===== config.mk =====
export PLATFORM = sky130hd
export DESIGN_NAME = fetch_unit
export DESIGN_NICKNAME = d
export VERILOG_FILES = /design/src/rtl/fetch_unit.sv
export SDC_FILE = /design/constraint.sdc
export NUM_CORES = 1
export LEC_CHECK = 0
export CORE_UTILIZATION = 53
export DETAILED_ROUTE_END_ITERATION = 6
export HOLD_SLACK_MARGIN = 0.1
export PLACE_DENSITY = 0.88
export SLEW_MARGIN = 40
export SYNTH_ARGS = -nofsm -noshare
export SYNTH_HDL_FRONTEND = slang
export SYNTH_SLANG_ARGS = --single-unit

===== constraint.sdc =====
create_clock -name clk -period 7.5 [get_ports clk]
set_clock_uncertainty 0.05 [all_clocks]
set_input_delay 0.75 -clock clk [delete_from_list [all_inputs] [get_ports clk]]
set_output_delay 0.75 -clock clk [all_outputs]
set_load 0.02 [all_outputs]

===== src/rtl/fetch_unit.sv =====
// Instruction fetch stage: owns the PC, issues credit-limited in-order word fetches,
// buffers {instr, pc} for decode, and flushes/discards stale responses on redirect.
module fetch_unit #(
  parameter int              XLEN     = 64,
  parameter logic [XLEN-1:0] RESET_PC = '0,
  parameter int              DEPTH    = 2
) (
  input  logic            clk,
  input  logic            reset,
  output logic            imem_req_valid,
  input  logic            imem_req_ready,
  output logic [XLEN-1:0] imem_req_addr,
  input  logic            imem_resp_valid,
  input  logic [31:0]     imem_resp_data,
  input  logic            redirect,
  input  logic [XLEN-1:0] redirect_pc,
  output logic            if_valid,
  output logic [31:0]     if_instr,
  output logic [XLEN-1:0] if_pc,
  input  logic            id_ready
);
  localparam int          CW      = $clog2(DEPTH + 1);
  localparam int          PW      = (DEPTH > 1) ? $clog2(DEPTH) : 1;
  localparam logic [CW:0] CREDITS = (CW+1)'(DEPTH);

  logic [XLEN-1:0] pc_q, pc_d;
  logic [CW-1:0]   inflight_q, inflight_d;
  logic [CW-1:0]   drop_q, drop_d;
  logic [CW-1:0]   count_q, count_d;
  logic [PW-1:0]   wr_ptr_q, wr_ptr_d, rd_ptr_q, rd_ptr_d;
  logic [PW-1:0]   rq_wr_q, rq_wr_d, rq_rd_q, rq_rd_d;

  logic [31:0]     instr_mem [DEPTH];
  logic [XLEN-1:0] pc_mem    [DEPTH];
  logic [XLEN-1:0] rq_mem    [DEPTH];

  logic issue, resp_acc, push, pop;

  function automatic logic [PW-1:0] ptr_inc(input logic [PW-1:0] p);
    return (p == PW'(DEPTH - 1)) ? '0 : p + PW'(1);
  endfunction

  // Credits cover both in-flight requests and buffered entries, so the buffer never overflows.
  assign imem_req_valid = !reset && !redirect &&
                          (({1'b0, inflight_q} + {1'b0, count_q}) < CREDITS);
  assign imem_req_addr  = {pc_q[XLEN-1:2], 2'b00};
  assign if_valid       = !reset && !redirect && (count_q != '0);
  assign if_instr       = instr_mem[rd_ptr_q];
  assign if_pc          = pc_mem[rd_ptr_q];

  assign issue    = imem_req_valid && imem_req_ready;
  assign resp_acc = imem_resp_valid && (inflight_q != '0);
  assign pop      = if_valid && id_ready;
  assign push     = resp_acc && !redirect && (drop_q == '0);

  always_comb begin
    pc_d       = pc_q;
    inflight_d = inflight_q - CW'(resp_acc);
    drop_d     = drop_q;
    count_d    = count_q;
    wr_ptr_d   = wr_ptr_q;
    rd_ptr_d   = rd_ptr_q;
    rq_wr_d    = rq_wr_q;
    rq_rd_d    = resp_acc ? ptr_inc(rq_rd_q) : rq_rd_q;
    if (redirect) begin
      // Every request still outstanding after this edge returns stale data.
      pc_d     = {redirect_pc[XLEN-1:2], 2'b00};
      drop_d   = inflight_q - CW'(resp_acc);
      count_d  = '0;
      wr_ptr_d = '0;
      rd_ptr_d = '0;
    end else begin
      if (issue) begin
        pc_d       = pc_q + XLEN'(4);
        rq_wr_d    = ptr_inc(rq_wr_q);
        inflight_d = inflight_q + CW'(1) - CW'(resp_acc);
      end
      if (resp_acc && (drop_q != '0)) drop_d = drop_q - CW'(1);
      if (push) wr_ptr_d = ptr_inc(wr_ptr_q);
      if (pop)  rd_ptr_d = ptr_inc(rd_ptr_q);
      count_d = count_q + CW'(push) - CW'(pop);
    end
  end

  always_ff @(posedge clk) begin
    if (reset) begin
      pc_q       <= {RESET_PC[XLEN-1:2], 2'b00};
      inflight_q <= '0;
      drop_q     <= '0;
      count_q    <= '0;
      wr_ptr_q   <= '0;
      rd_ptr_q   <= '0;
      rq_wr_q    <= '0;
      rq_rd_q    <= '0;
    end else begin
      pc_q       <= pc_d;
      inflight_q <= inflight_d;
      drop_q     <= drop_d;
      count_q    <= count_d;
      wr_ptr_q   <= wr_ptr_d;
      rd_ptr_q   <= rd_ptr_d;
      rq_wr_q    <= rq_wr_d;
      rq_rd_q    <= rq_rd_d;
    end
  end

  // Payload storage carries no reset; occupancy is governed by the control state above.
  always_ff @(posedge clk) begin
    if (issue) rq_mem[rq_wr_q] <= pc_q;
    if (push) begin
      instr_mem[wr_ptr_q] <= imem_resp_data;
      pc_mem[wr_ptr_q]    <= rq_mem[rq_rd_q];
    end
  end
endmodule


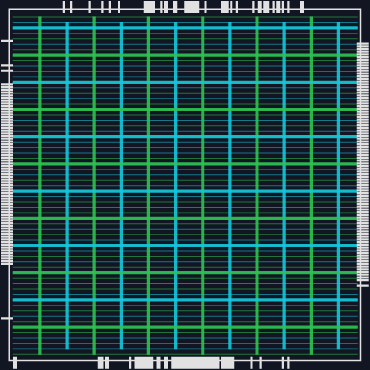
*Power grid*
Scale: 2 px per um. Pins as bars on the die edge.
legend:
  VSS:
    color: green
  VDD:
    color: cyan
met5 straps: 12
rows: 62
met4 straps: 12
met1 rails: 63
signal pins: 264
die width: 174.9 um
Max IR drop VDD: 0.0001840 V
CORE AREA: 29,090 um^2
die height: 174.9 um

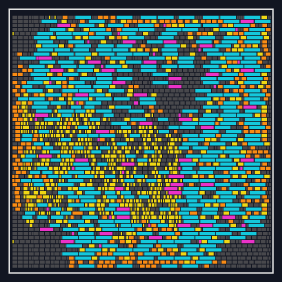
*Cell classes on the final placement*
Scale: 1.5 px per um. Fill, decap, tap and diode cells in gray.
legend:
  other buffers and delay cells:
    color: orange
    cells: 274
    share_of_their_area: 14%
  flops:
    color: cyan
    cells: 386
    share_of_their_area: 55%
  clock drivers and dummy loads:
    color: magenta
    cells: 71
    share_of_their_area: 6.2%
  combinational and other logic:
    color: yellow
    cells: 653
    share_of_their_area: 24%
num rows: 62
flop share of the area: 0.5413
fin util: 0.6894

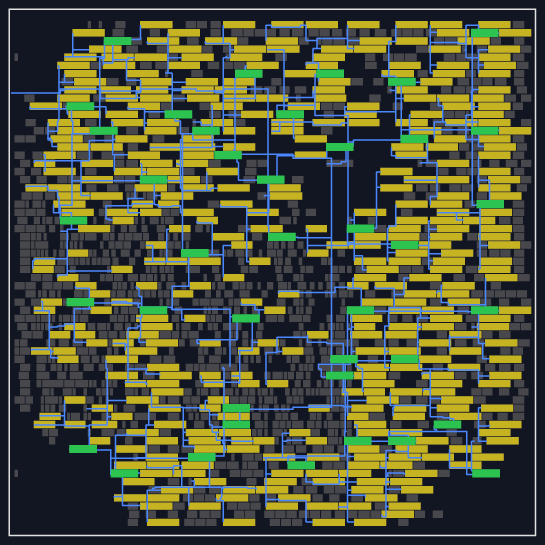
*Clock network drawn from the DEF*
Scale: 3 px per um.
legend:
  clock wires:
    color: blue
    length: 4,000 um
  clock drivers:
    color: green
    count: 40
  flip-flops:
    color: yellow
    count: 386
routed clock nets: 41

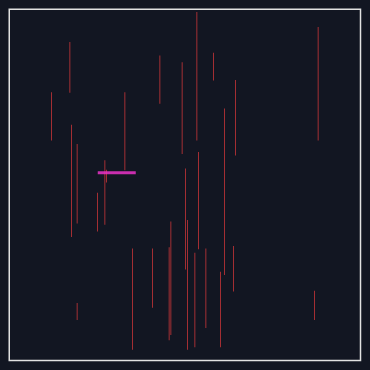
*Routed metal, one color a layer*
Scale: 2 px per um. Two of the layers only.
legend:
  metal 5:
    color: magenta
    wire_length: 17.5 um
  metal 4:
    color: red
    wire_length: 1,080 um

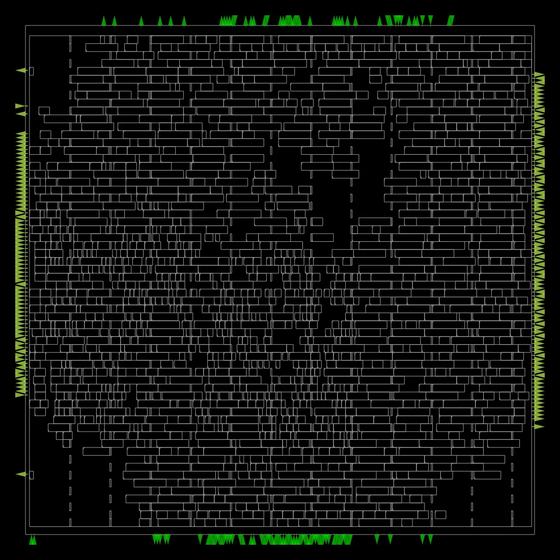
*Placement view*
Finished Layout Cells: 1,771
fill count: 1,939
Tapcells: 384
seq_cells: 386

==> impl_metrics.py <==
# Metrics from the implementation run
metrics = {
    "status": {
        "outcome": "completed",
    },
    "critical_path": {
        "r2r-end": "rq_mem[0][28]",
        "worstPathCellList": "buf_4 -> mux2_2 -> clkdlybuf4s50_1",
        "cp.depth": 3,
        "cp_num_buf_inv": 2,
        "path_delay_family": "buffers and inverters",
        "arrival_ns": 3.05,
        "slowest_delay_ns": 0.71,
        "critical_path_class": "register to output port",
        "reg2reg_from": "count_q[0]",
        "worstSetupStartpointType": "register",
        "cp.required_ns": 6.70,
        "crit_fanout": 54,
        "reg2reg_slack_ns": 4.28,
        "ff2ff_path_depth": 8,
        "critPathCaptureType": "output port",
        "endpoint": "if_pc[2]",
        "cp_slowest_cell": "dfxtp_4",
    },
    "flow_run": {
        "warnings": 29,
        "maxCapViolCount": 0,
    },
    "clocking": {
        "cts.sinks": 386,
        "postCtsSetupBuffers": 0,
        "clockBufferDepth": 3,
        "cts-root-buf": "clkbuf_16",
        "cts_hold_buf": 0,
        "htreeDepth": 2,
        "cts_resized": 0,
        "clock_latency_ns": 0.53,
        "path_clk_slew_ns": 0.06,
        "cts_buffers": 40,
        "tritoncts": "done",
    },
    "power_and_ir_drop": {
        "sw_frac_of_total": 0.2470,
        "p_switching_mw": 1.281,
        "pwr-share-clk": 0.354,
        "p_comb_frac": 0.148,
        "leakage_nw": 6.583,
        "p_per_area_nw_per_um2": 258.6,
        "clk-power_mw": 1.84,
        "pg_comb_mw": 0.769,
        "power_frac_seq": 0.498,
        "power_sequential_mw": 2.58,
        "power.group.top": "registers",
        "power.internal_mw": 3.905,
        "finalPower_mw": 5.186,
    },
    "layout": {
        "ff_latch_area_um2": 10860,
        "buf_share": 0.1353,
        "lay_top_count": "edfxtp_1",
        "buffers": 274,
        "layout_top_cells": "312 x edfxtp_1, 255 x clkdlybuf4s50_1, 156 x mux2_2, 72 x dfxtp_1, 64 x nor2_1",
        "biggestCellCategory": "registers",
        "fin_nets": 1463,
        "clockBufferCount": 51,
        "syn_to_final_growth_pct": 26.61,
        "drive_above_1_share": 0.1814,
        "comb_area_frac": 0.2353,
        "inverters": 16,
        "comb_area_um2": 4720,
        "num-multi-input-gates": 637,
        "clk_share": 0.06076,
        "diodes": 3,
        "final_area_um2": 20060,
    },
    "sta": {
        "rsz0062_at_grt": "false",
        "final-setup-viol-count": 0,
        "holdWs_ns": 0.4571,
        "finalCritPeriodShare": 0.5128,
        "timing.max_slew.rel_slack": 0.4629,
        "setup_tns_ns": 0,
        "finalHoldViolCount": 0,
        "clock.fmax_mhz": 260.0,
        "period_minus_slack_ns": 3.846,
        "maxSlewViolCount": 0,
        "worst_pin_slew_ns": 0.8057,
    },
    "synthesis": {
        "flop_cell": "edfxtp_1",
        "async_flop_share": 0,
        "avgSynthCellArea_um2": 14.40,
        "edf_count": 312,
        "ys_seq_share": 0.6850,
        "synth.distinct_cells": 65,
        "yosys_cells": 1100,
        "ys_area_um2": 15840,
        "synth_area_um2": 15840,
        "synth_warnings": 0,
        "ys_ff": 386,
        "synthCells": 1100,
    },
    "place": {
        "dpl-instance-area_um2": 18820,
        "gp_congestion": 0.9003,
        "dp_hpwl_um": 25380,
        "port_buffers": 257,
    },
    "min_path": {
        "hold_end": "rd_ptr_q",
        "hp-start": "rd_ptr_q",
        "whs_path_depth": 2,
        "hp-class": "register to register",
    },
    "die": {
        "fp_util": 0.5445,
        "die_area_um2": 30580,
        "io_pins": 264,
    },
    "routing": {
        "dr_total_vias": 10531,
        "met3_length_um": 3496,
        "viasPerCell": 5.946,
        "ant_nets": 0,
        "drtIter0Drc": 973,
        "routed.top_layer": "met5",
        "drc": 0,
        "post_drt_wl_per_cell_um": 21.93,
        "wl_met2_um": 19000,
        "wl_um": 38830,
        "met1_length_um": 15240,
        "first_pass_iters": 5,
    },
    "grt": {
        "grt_pass1_vias": 10750,
        "grt_usage": 0.2552,
        "grt_max_degree": 70,
        "grt_overflow": 0,
        "grt_first_pass_wirelength_um": 59940,
        "antenna_found_initial": 3,
    },
}
[metrics by stage]
stage | setup WS (ns) | cells
3_5_place_dp | 3.679 | 1697
5_1_grt | 3.522 | 1769
3_3_place_gp | 3.519 | 1695
4_1_cts | 3.639 | 1768
6_report | 3.654 | 1771
2_1_floorplan | 1.726 | 1103
[kinds of logic after synthesis]
kind of cell             after synthesis  synth area share
buffers and inverters                 80           0.02022
AND/OR/NAND/NOR                      309            0.1021
other                                  1         0.0002367
AND-OR/OR-AND                        130           0.05837
multiplexers                         160            0.1134
adder cells (fa/ha/maj)                6          0.005213
flip-flops                           386            0.6850
XOR/XNOR                              28           0.01548
[cells in the mapped netlist (13+ instances only)]
master	count	area (um^2)
nand4_1	24	150.1
dfxtp_1	74	1481
o211ai_1	13	97.59
nand2_1	58	217.7
and3_1	24	150.1
inv_1	15	56.30
nor4_1	22	137.6
a31oi_1	16	100.1
clkbuf_1	47	176.4
nor2_1	67	251.5
a21oi_1	28	140.1
xnor2_1	19	166.4
a211oi_1	15	112.6
nor3_1	13	65.06
or4_1	14	105.1
edfxtp_1	312	9369
mux2_2	156	1757
nand3_1	45	225.2
[worst register-to-register path, cell delays in order, from the launching register on]
cell and delay, ns:
dfxtp_1 0.33, and2_1 0.17, fa_1 0.49, nor3b_2 0.24, nand2_1 0.08, buf_4 0.30, nor2_4 0.46, buf_8 0.27
buf_4 0.46
[state kept, by name (all words and copies together), names as in the netlist, named ones only]
register	flops
count_q	2
drop_q	2
inflight_q	2
instr_mem	64
pc_mem	124
pc_q	62
rd_ptr_q	1
rq_mem	124
rq_rd_q	1
rq_wr_q	1
wr_ptr_q	1
[routing by layer]
metal	vias up	GRT usage
met5	-	0
met4	2	0.08478
met3	70	0.06854
met2	510	0.4301
met1	5178	0.3188
li1	4771	-
Power figures rest on the tool's default switching activity, not on a simulated workload.
